## src/rtl/ram_arbiter_if.sv

```systemverilog
// Bus bundle between the two cache-controller ports, the shared RAM and the arbiter.
// The master modport is the requester/RAM side; the slave modport is the arbiter.
interface ram_arbiter_if #(
  parameter int ADDR_W = 8,
  parameter int DATA_W = 16
);
  logic              req0;
  logic              we0;
  logic [ADDR_W-1:0] addr0;
  logic [DATA_W-1:0] wdata0;
  logic              done0;
  logic [DATA_W-1:0] rdata0;
  logic              req1;
  logic              we1;
  logic [ADDR_W-1:0] addr1;
  logic [DATA_W-1:0] wdata1;
  logic              done1;
  logic [DATA_W-1:0] rdata1;
  logic              ram_re;
  logic              ram_we;
  logic [ADDR_W-1:0] ram_addr;
  logic [DATA_W-1:0] ram_wdata;
  logic [DATA_W-1:0] ram_rdata;
  logic              busy;

  modport master (
    output req0, we0, addr0, wdata0, req1, we1, addr1, wdata1, ram_rdata,
    input  done0, rdata0, done1, rdata1, ram_re, ram_we, ram_addr, ram_wdata, busy
  );

  modport slave (
    input  req0, we0, addr0, wdata0, req1, we1, addr1, wdata1, ram_rdata,
    output done0, rdata0, done1, rdata1, ram_re, ram_we, ram_addr, ram_wdata, busy
  );
endinterface

```

## src/rtl/ram_arbiter.sv

```systemverilog
// Two-port round-robin arbiter in front of a single fixed-latency RAM.
// One access at a time: IDLE -> ACCESS (RAM_LAT cycles) -> DONE -> IDLE.
module ram_arbiter #(
  parameter int ADDR_W  = 8,
  parameter int DATA_W  = 16,
  parameter int RAM_LAT = 2
) (
  input  logic         clk,
  input  logic         clr,
  ram_arbiter_if.slave bus
);

  typedef enum logic [2:0] {
    S_IDLE   = 3'b001,
    S_ACCESS = 3'b010,
    S_DONE   = 3'b100
  } state_t;

  localparam logic [3:0] LAST_CNT = 4'(RAM_LAT - 1);

  state_t            r_state;
  state_t            w_next;
  logic [3:0]        r_cnt;
  logic              r_ptr;
  logic              r_win;
  logic              r_we;
  logic [ADDR_W-1:0] r_addr;
  logic [DATA_W-1:0] r_wdata;
  logic [DATA_W-1:0] r_rdata0;
  logic [DATA_W-1:0] r_rdata1;

  logic w_req;
  logic w_pick;
  logic w_last;
  logic w_re;
  logic w_we;
  logic w_done0;
  logic w_done1;
  logic w_busy;

  assign w_req  = bus.req0 | bus.req1;
  // On a tie the port that was not served last wins.
  assign w_pick = (bus.req0 & bus.req1) ? ~r_ptr : bus.req1;
  assign w_last = (r_cnt == LAST_CNT);

  always_ff @(posedge clk or posedge clr) begin
    if (clr) r_state <= S_IDLE;
    else     r_state <= w_next;
  end

  always_comb begin
    w_next  = r_state;
    w_re    = 1'b0;
    w_we    = 1'b0;
    w_done0 = 1'b0;
    w_done1 = 1'b0;
    w_busy  = 1'b1;
    case (r_state)
      S_IDLE: begin
        w_busy = 1'b0;
        if (w_req) w_next = S_ACCESS;
      end
      S_ACCESS: begin
        w_re = ~r_we;
        w_we = r_we;
        if (w_last) w_next = S_DONE;
      end
      S_DONE: begin
        w_done0 = ~r_win;
        w_done1 = r_win;
        w_next  = S_IDLE;
      end
      default: w_next = S_IDLE;
    endcase
  end

  always_ff @(posedge clk or posedge clr) begin
    if (clr) begin
      r_cnt    <= '0;
      r_ptr    <= 1'b1;
      r_win    <= 1'b0;
      r_we     <= 1'b0;
      r_addr   <= '0;
      r_wdata  <= '0;
      r_rdata0 <= '0;
      r_rdata1 <= '0;
    end else begin
      case (r_state)
        S_IDLE: begin
          if (w_req) begin
            r_win   <= w_pick;
            r_ptr   <= w_pick;
            r_we    <= w_pick ? bus.we1    : bus.we0;
            r_addr  <= w_pick ? bus.addr1  : bus.addr0;
            r_wdata <= w_pick ? bus.wdata1 : bus.wdata0;
            r_cnt   <= '0;
          end
        end
        S_ACCESS: begin
          r_cnt <= r_cnt + 4'd1;
          // Read data is valid on the final access edge only.
          if (w_last && !r_we) begin
            if (r_win) r_rdata1 <= bus.ram_rdata;
            else       r_rdata0 <= bus.ram_rdata;
          end
        end
        default: ;
      endcase
    end
  end

  assign bus.ram_re    = w_re;
  assign bus.ram_we    = w_we;
  assign bus.ram_addr  = r_addr;
  assign bus.ram_wdata = r_wdata;
  assign bus.done0     = w_done0;
  assign bus.done1     = w_done1;
  assign bus.rdata0    = r_rdata0;
  assign bus.rdata1    = r_rdata1;
  assign bus.busy      = w_busy;

endmodule

```

## src/flat_wrapper.sv

```systemverilog
// flat-port wrapper written by rule: the top's interface ports become plain ports
module ram_arbiter_flat 
#(
  parameter int ADDR_W  = 8,
  parameter int DATA_W  = 16,
  parameter int RAM_LAT = 2
)
  (clk, clr, bus_req0, bus_we0, bus_addr0, bus_wdata0, bus_req1, bus_we1, bus_addr1, bus_wdata1, bus_ram_rdata, bus_done0, bus_rdata0, bus_done1, bus_rdata1, bus_ram_re, bus_ram_we, bus_ram_addr, bus_ram_wdata, bus_busy);
  ram_arbiter_if #(.ADDR_W(ADDR_W), .DATA_W(DATA_W)) bus_i ();
  input  logic clk;
  input  logic clr;
  input wire logic [$bits(bus_i.req0)-1:0] bus_req0;
  input wire logic [$bits(bus_i.we0)-1:0] bus_we0;
  input wire logic [$bits(bus_i.addr0)-1:0] bus_addr0;
  input wire logic [$bits(bus_i.wdata0)-1:0] bus_wdata0;
  input wire logic [$bits(bus_i.req1)-1:0] bus_req1;
  input wire logic [$bits(bus_i.we1)-1:0] bus_we1;
  input wire logic [$bits(bus_i.addr1)-1:0] bus_addr1;
  input wire logic [$bits(bus_i.wdata1)-1:0] bus_wdata1;
  input wire logic [$bits(bus_i.ram_rdata)-1:0] bus_ram_rdata;
  output wire logic [$bits(bus_i.done0)-1:0] bus_done0;
  output wire logic [$bits(bus_i.rdata0)-1:0] bus_rdata0;
  output wire logic [$bits(bus_i.done1)-1:0] bus_done1;
  output wire logic [$bits(bus_i.rdata1)-1:0] bus_rdata1;
  output wire logic [$bits(bus_i.ram_re)-1:0] bus_ram_re;
  output wire logic [$bits(bus_i.ram_we)-1:0] bus_ram_we;
  output wire logic [$bits(bus_i.ram_addr)-1:0] bus_ram_addr;
  output wire logic [$bits(bus_i.ram_wdata)-1:0] bus_ram_wdata;
  output wire logic [$bits(bus_i.busy)-1:0] bus_busy;
  assign bus_i.req0 = bus_req0;
  assign bus_i.we0 = bus_we0;
  assign bus_i.addr0 = bus_addr0;
  assign bus_i.wdata0 = bus_wdata0;
  assign bus_i.req1 = bus_req1;
  assign bus_i.we1 = bus_we1;
  assign bus_i.addr1 = bus_addr1;
  assign bus_i.wdata1 = bus_wdata1;
  assign bus_i.ram_rdata = bus_ram_rdata;
  assign bus_done0 = bus_i.done0;
  assign bus_rdata0 = bus_i.rdata0;
  assign bus_done1 = bus_i.done1;
  assign bus_rdata1 = bus_i.rdata1;
  assign bus_ram_re = bus_i.ram_re;
  assign bus_ram_we = bus_i.ram_we;
  assign bus_ram_addr = bus_i.ram_addr;
  assign bus_ram_wdata = bus_i.ram_wdata;
  assign bus_busy = bus_i.busy;
  ram_arbiter #(.ADDR_W(ADDR_W), .DATA_W(DATA_W), .RAM_LAT(RAM_LAT)) u_core (.clk(clk), .clr(clr), .bus(bus_i));
endmodule
```

## config.mk

```make
export PLATFORM = sky130hd
export DESIGN_NAME = ram_arbiter_flat
export DESIGN_NICKNAME = d
export VERILOG_FILES = /design/src/rtl/ram_arbiter_if.sv /design/src/rtl/ram_arbiter.sv /design/src/flat_wrapper.sv
export SDC_FILE = /design/constraint.sdc
export NUM_CORES = 1
export LEC_CHECK = 0
export ABC_AREA = 1
export CAP_MARGIN = 30
export CORE_MARGIN = 5
export CORE_UTILIZATION = 42
export DETAILED_ROUTE_END_ITERATION = 8
export GPL_TIMING_DRIVEN = 0
export PLACE_DENSITY = 0.8
export SLEW_MARGIN = 20
export SYNTH_ARGS = -nofsm -noshare
export SYNTH_HDL_FRONTEND = slang
export SYNTH_SLANG_ARGS = --single-unit
```

## constraint.sdc

```tcl
create_clock -name clk -period 2.65 [get_ports clk]
set_input_delay 0.53 -clock clk [delete_from_list [all_inputs] [get_ports clk]]
set_output_delay 0.53 -clock clk [all_outputs]
set_load 0.01 [all_outputs]
```

### Signal wires by layer, run 1

Two of the layers only.
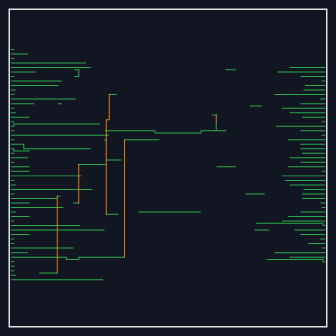
met3: drawn in green, wire length 942 um. met4: drawn in orange, wire length 109 um.

### Clock distribution, run 1

Scale bar: 20 um.
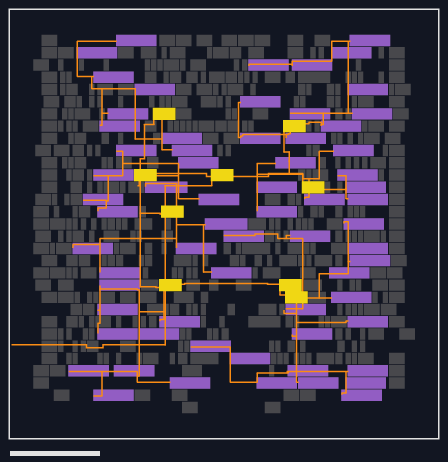
flip-flops: drawn in purple, count 66. clock wires: drawn in orange, length 828 um. cells driving clock nets: drawn in yellow, count 9.
There are 10 routed clock nets.
clock insertion delay at the later pin of the skew report: 330 ps
clock group share of total power: 15.1%
Final Skew: 9.195 ps
reported clock group power: 732 uW

==> summary.txt, run 1 <==
impl run done, here's what came out: critical register-to-register path startpoint=u_core.r_ptr$_DFFE_PP1P_, kind of start point of the critical path=register, Hold Startpoint=u_core.bus.rdata1[2]$_DFFE_PP0P_, Detailed Route WL=about 8300 um, CP max FO=10, critical path endpoint=bus_done0, final tally of max-slew violations=0, I/O pin total=around 130, Die W=about 95 um, number of cells on the worst reg-to-reg path=6, number of hold violations in the final report=0, buffer count from post-CTS setup fixing=0, mux share=0%, number of antenna cells inserted=0, DRC=0, Reg clk slew, reported paths=70 ps, Worst Hold Endpoint=u_core.bus.rdata1[2]$_DFFE_PP0P_, final count of negative-setup-slack endpoints=0, Switching Power=1.793 mW, Worst Path Class, Setup=register to output pin, Tot GR Track Use=between 10% and 20%, wire length of the first global-routing pass=approximately 14000 um, cts hold-fix bufs=0, DR vias=2815, origin of the worst setup path=u_core.r_win$_DFFE_PP0P_, Synth-to-Final Area Change=53.12%, power group with the highest consumption=combinational cells, post-synth cell types=24, list of most frequent post-synthesis cells=sky130_fd_sc_hd__nand2_1 (171), sky130_fd_sc_hd__dfrtp_1 (64), sky130_fd_sc_hd__inv_1 (29), hold_ws=~470 ps, starting DRC count in detailed routing=roughly 100, share of total power in combinational logic=48.4%, IR Drop Worst-Case VDD=0.0004435 V, fraction of power spent switching nets=36.89%, deepest clock path buffer count=2, xor and xnor fraction of the mapped netlist area=less than 1%, cells resized by post-CTS repair=0, core utilization at floorplan=42.48%, simple-gate share of the synthesized area=approximately 30%, number of max-cap violations=0, final global-route overflow total=0, Yosys top cell by area=sky130_fd_sc_hd__dfrtp_1, Power Combinational=between 2 and 2.5 mW, Async S/R FF share, synth=100.0%, top achievable clock speed=420.3 MHz, #FFs+latches synth=about 66, leading cell types in the layout, fill and taps excluded=sky130_fd_sc_hd__nand2_1 (171), sky130_fd_sc_hd__clkdlybuf4s50_1 (130), sky130_fd_sc_hd__dfrtp_1 (64), chip area in the Yosys report=~0.0030 mm2, Synth top area share=a little over half, Reg area=between 0.0015 and 0.002 mm2, weighted congestion reported at the end of routability-driven placement=0.8435, Req. time, crit path=around 2100 ps, reg2reg end=u_core.bus.ram_addr[0]$_DFFE_PP0P_, reg2reg setup slack=~1100 ps, Yosys warning count=0, sequential share of power=about 37%, Top cell excl fill/tap=sky130_fd_sc_hd__nand2_1, outcome=complete, no violations, area enclosed by the die boundary=0.009060 mm2, unrepaired setup endpoints after global routing=no, number of CTS-inserted buffers=9, antenna violations before repair=0, count of H-tree levels built during CTS=3, power density over cell area=around 1000 mW/mm2, count of flip-flops with a built-in enable after synthesis=0, average footprint of a synthesized cell=around 8.5 um2, register area share after synthesis=between 50% and 60%, Pleak=approximately 2.3 nW, Worst Setup End Kind=output pin, most area-consuming cells after synthesis=sky130_fd_sc_hd__dfrtp_1 (53%), sky130_fd_sc_hd__nand2_1 (21%), sky130_fd_sc_hd__o211ai_1 (5.9%), DR WL/cell=13.80 um, and-or/or-and share of the synthesized area=under 10%, dominant kind of combinational cell=simple AND/OR/NAND/NOR gates, Die H=between 90 and 100 um, cell count in the Yosys report=about 360, number of nets produced by synthesis=between 400 and 500, flip-flop and latch power=1.78 mW, total internal power=slightly above 3 mW, post-detailed-route via-to-cell ratio=about 4.7, comb. cell area=between 0.001 and 0.0015 mm2, min-delay worst type=register to register, Clock Tree Root=sky130_fd_sc_hd__clkbuf_8, top cell type by instance count after synthesis=sky130_fd_sc_hd__nand2_1, post-DP HPWL=between 6000 and 7000 um, layout cells sized above 1=roughly a tenth, Final #Nets=571, total clock sinks=66, pin count of the biggest net entering global routing=43, Routed Antenna Nets=0
### Cell placement, run 1

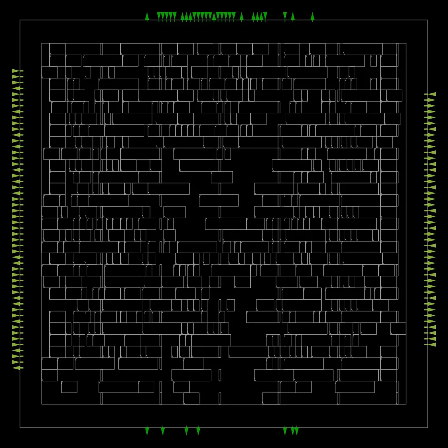
area of the core: 0.007176 mm2
final cell count without fillers: 603
inserted tap cell count: 99
number of placement rows: 31
utilization after layout: 65.04%

-- run 1: flip-flops by register name (all words and copies together), names as in the netlist --
register	flops
u_core.bus.ram_addr	8
u_core.bus.ram_wdata	16
u_core.bus.rdata0	16
u_core.bus.rdata1	16
u_core.r_cnt	4
u_core.r_ptr	1
u_core.r_state	3
u_core.r_we	1
u_core.r_win	1
-- run 1: per-layer routing --
| metal | up-vias | global-route usage, % | routed length, um |
|---|---|---|---|
| met4 | 0 | 5.409 | 109 |
| met5 | - | 0 | 0 |
| met3 | 12 | 8.129 | 941 |
| met1 | 1279 | 23.65 | 3400 |
| met2 | 124 | 30.90 | 3871 |
| li1 | 1400 | - | - |
-- run 1: metrics by stage --
stage / worst slack (ps) / setup TNS, ps / std cells / total power, mW / area, um2
after floorplan: 468.5 / 0 / 357 / 2.886 / 3048
after global placement: -604.1 / -38470 / 586 / 4.096 / 4473
after detailed placement: 588.4 / 0 / 587 / 4.176 / 4496
after CTS: 281.7 / 0 / 603 / 4.927 / 4667
after global routing: 204.4 / 0 / 603 / 5.249 / 4667
final: 270.7 / 0 / 603 / 4.861 / 4667
-- run 1: critical path, cell delays in order, from the launching register on --
cell and delay, ps:
sky130_fd_sc_hd__dfrtp_1 370, sky130_fd_sc_hd__buf_6 150, sky130_fd_sc_hd__clkbuf_1 230, sky130_fd_sc_hd__nor2_1 210
sky130_fd_sc_hd__clkdlybuf4s50_1 570
-- run 1: layout make-up --
| type | instances | share of cell area (%) |
|---|---|---|
| clock inverters | 5 | 0.6434 |
| repair buffers | 131 | 28.31 |
| plain buffers | 16 | 2.547 |
| flip-flops and latches | 66 | 35.44 |
| inverters | 34 | 2.788 |
| multi-input cells | 241 | 24.58 |
| clock buffers | 11 | 3.029 |
| well taps | 99 | 2.654 |
### PDN straps and rails, run 1

Scale bar: 20 um. Pins as bars on the die edge.
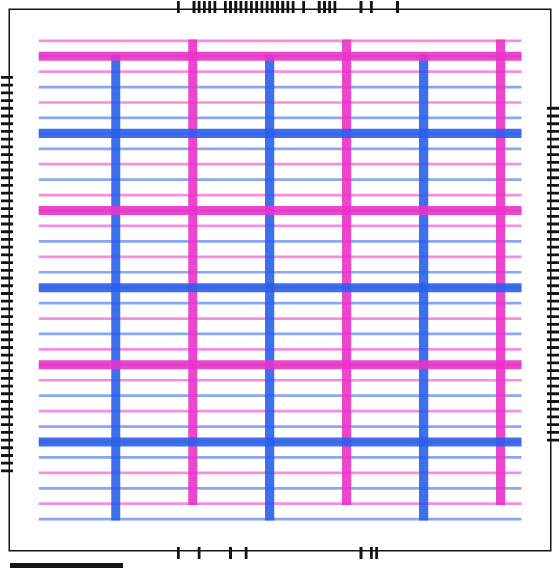

==> run 2: changes to the inputs <==
Settings changed: CORE_UTILIZATION 42 to 45, CTS_CLUSTER_DIAMETER set to 200, DONT_BUFFER_PORTS set to 1, PLACE_DENSITY 0.8 to unset, PLACE_DENSITY_LB_ADDON set to 0.05.
### PDN straps and rails, run 2

Scale bar: 20 um. Pins as bars on the die edge.
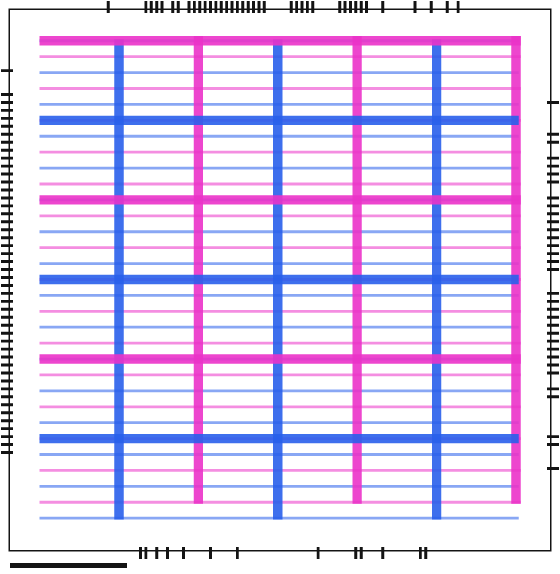
VDD: drawn in magenta. VSS: drawn in blue.
31 met1 rails follow the rows. 131 signal pins sit on the boundary.
Die H: 92.30 um
Die W: 92.30 um
IR Drop Worst-Case VDD: 0.0004048 V
area of the core: 0.006681 mm2

==> run 2 against run 1 <==
Compared with the run above:
- fmax is 24% higher
- clock-buffer cell count is 2 lower
- combinational power is 53% lower
- critical path type unchanged
- largest cell class unchanged
- highest routed layer unchanged
==> summary.txt, run 2 <==
impl run done, here's what came out: CP max FO=10 (unchanged), average footprint of a synthesized cell=8.538 um2 (unchanged), I/O pin total=131 (unchanged), Synth top area share=52.55% (unchanged), critical register-to-register path startpoint=u_core.r_ptr$_DFFE_PP1P_, Req. time, crit path=2120 ps (about the same), top cell type by instance count after synthesis=sky130_fd_sc_hd__nand2_1, DR vias=2310 (-18%), Worst path depth=3 (-1), wire length of the first global-routing pass=11430 um (-15%), pin count of the biggest net entering global routing=35 (-19%), buffer count from post-CTS setup fixing=0 (unchanged), Post-DP Area=0.003171 mm2 (-29%), Clock Tree Root=sky130_fd_sc_hd__clkbuf_8, min-delay worst type=input pin to async pin, weighted congestion reported at the end of routability-driven placement=0.7336 (-13%), Worst Path Class, Setup=register to output pin, utilization after layout=50.79% (-14 points), post-DP HPWL=5429 um (-17%), worst setup slack after placement=1071 ps (+482.3 ps), busiest layer in global routing=met2, setup slack after layout=735.8 ps (+465.0 ps), met3 Resource Use GR=7.149% (-0.98 points), outcome=complete, no violations, Worst Setup End Kind=output pin, Final Skew=8.949 ps (-0.2469 ps), met1 global-route usage=20.59% (-3.1 points), critical path endpoint=bus_done0, met2 routing resource usage after global routing=27.43% (-3.5 points), series of cell instances along the critical path=buf_6 -> clkbuf_1 -> nor2_1, number of antenna cells inserted=0 (unchanged), count of flip-flops with a built-in enable after synthesis=0 (unchanged), Yosys warning count=0 (unchanged), origin of the worst setup path=u_core.r_win$_DFFE_PP0P_, final cell count without fillers=454 (-25%), number of nets produced by synthesis=429 (unchanged), top achievable clock speed=522.4 MHz (+24%)
-- run 2: cell types whose count changed in the layout (fill, tap and decap cells not counted), sizes merged --
cell | before | now
clkinv | 3 | 2
clkinvlp | 2 | 1
clkbuf | 15 | 13
bufinv | 0 | 2
inv | 34 | 36
clkdlybuf4s50 | 130 | 0
-- run 2: layout make-up --
cell class,instances,area [um2],area share [%]
clock buffers,9,123.9,3.650
plain buffers,16,118.9,3.503
inverters,34,130.1,3.835
multi-input cells,241,1147,33.81
flip-flops and latches,66,1654,48.75
repair buffers,1,20.02,0.5900
clock inverters,7,98.84,2.913
well taps,80,100.1,2.950
-- run 2: worst min-delay path by stage --
stage	start	endpoint	slack (ps)	cells after the start
finish	clr	u_core.bus.ram_addr[2]$_DFFE_PP0P_	60	1
global route	clr	u_core.bus.ram_addr[2]$_DFFE_PP0P_	90	1
CTS	clr	u_core.bus.ram_addr[2]$_DFFE_PP0P_	60	1
detailed placement	clr	u_core.bus.ram_addr[2]$_DFFE_PP0P_	440	1
global placement	u_core.r_ptr$_DFFE_PP1P_	u_core.r_ptr$_DFFE_PP1P_	460	2
floorplan	u_core.r_ptr$_DFFE_PP1P_	u_core.r_ptr$_DFFE_PP1P_	450	2
-- run 2: cells by family after synthesis --
kind of cell / count (synthesis) / synth area share [%]
compound gates: 28 / 6.568
xor+xnor: 1 / 0.2874
fa+ha+maj: 2 / 0.8209
buf+inv: 50 / 8.087
flops: 66 / 54.27
simple gates: 210 / 29.97
-- run 2: layer usage --
metal / wire length (um) / share of wire, %
met5: 0 / 0
met3: 762 / 11
met1: 3034 / 42
met2: 3353 / 46
met4: 99 / 1.4
-- run 2: report_power, final --
group	switching (mW)	internal, mW	leakage, nW
Sequential	0.566	1.50	0.756
Clock	0.409	0.536	0.110
Combinational	0.704	0.409	0.924
Total	1.68	2.44	1.79
Power is estimated from default activity; no workload was simulated.
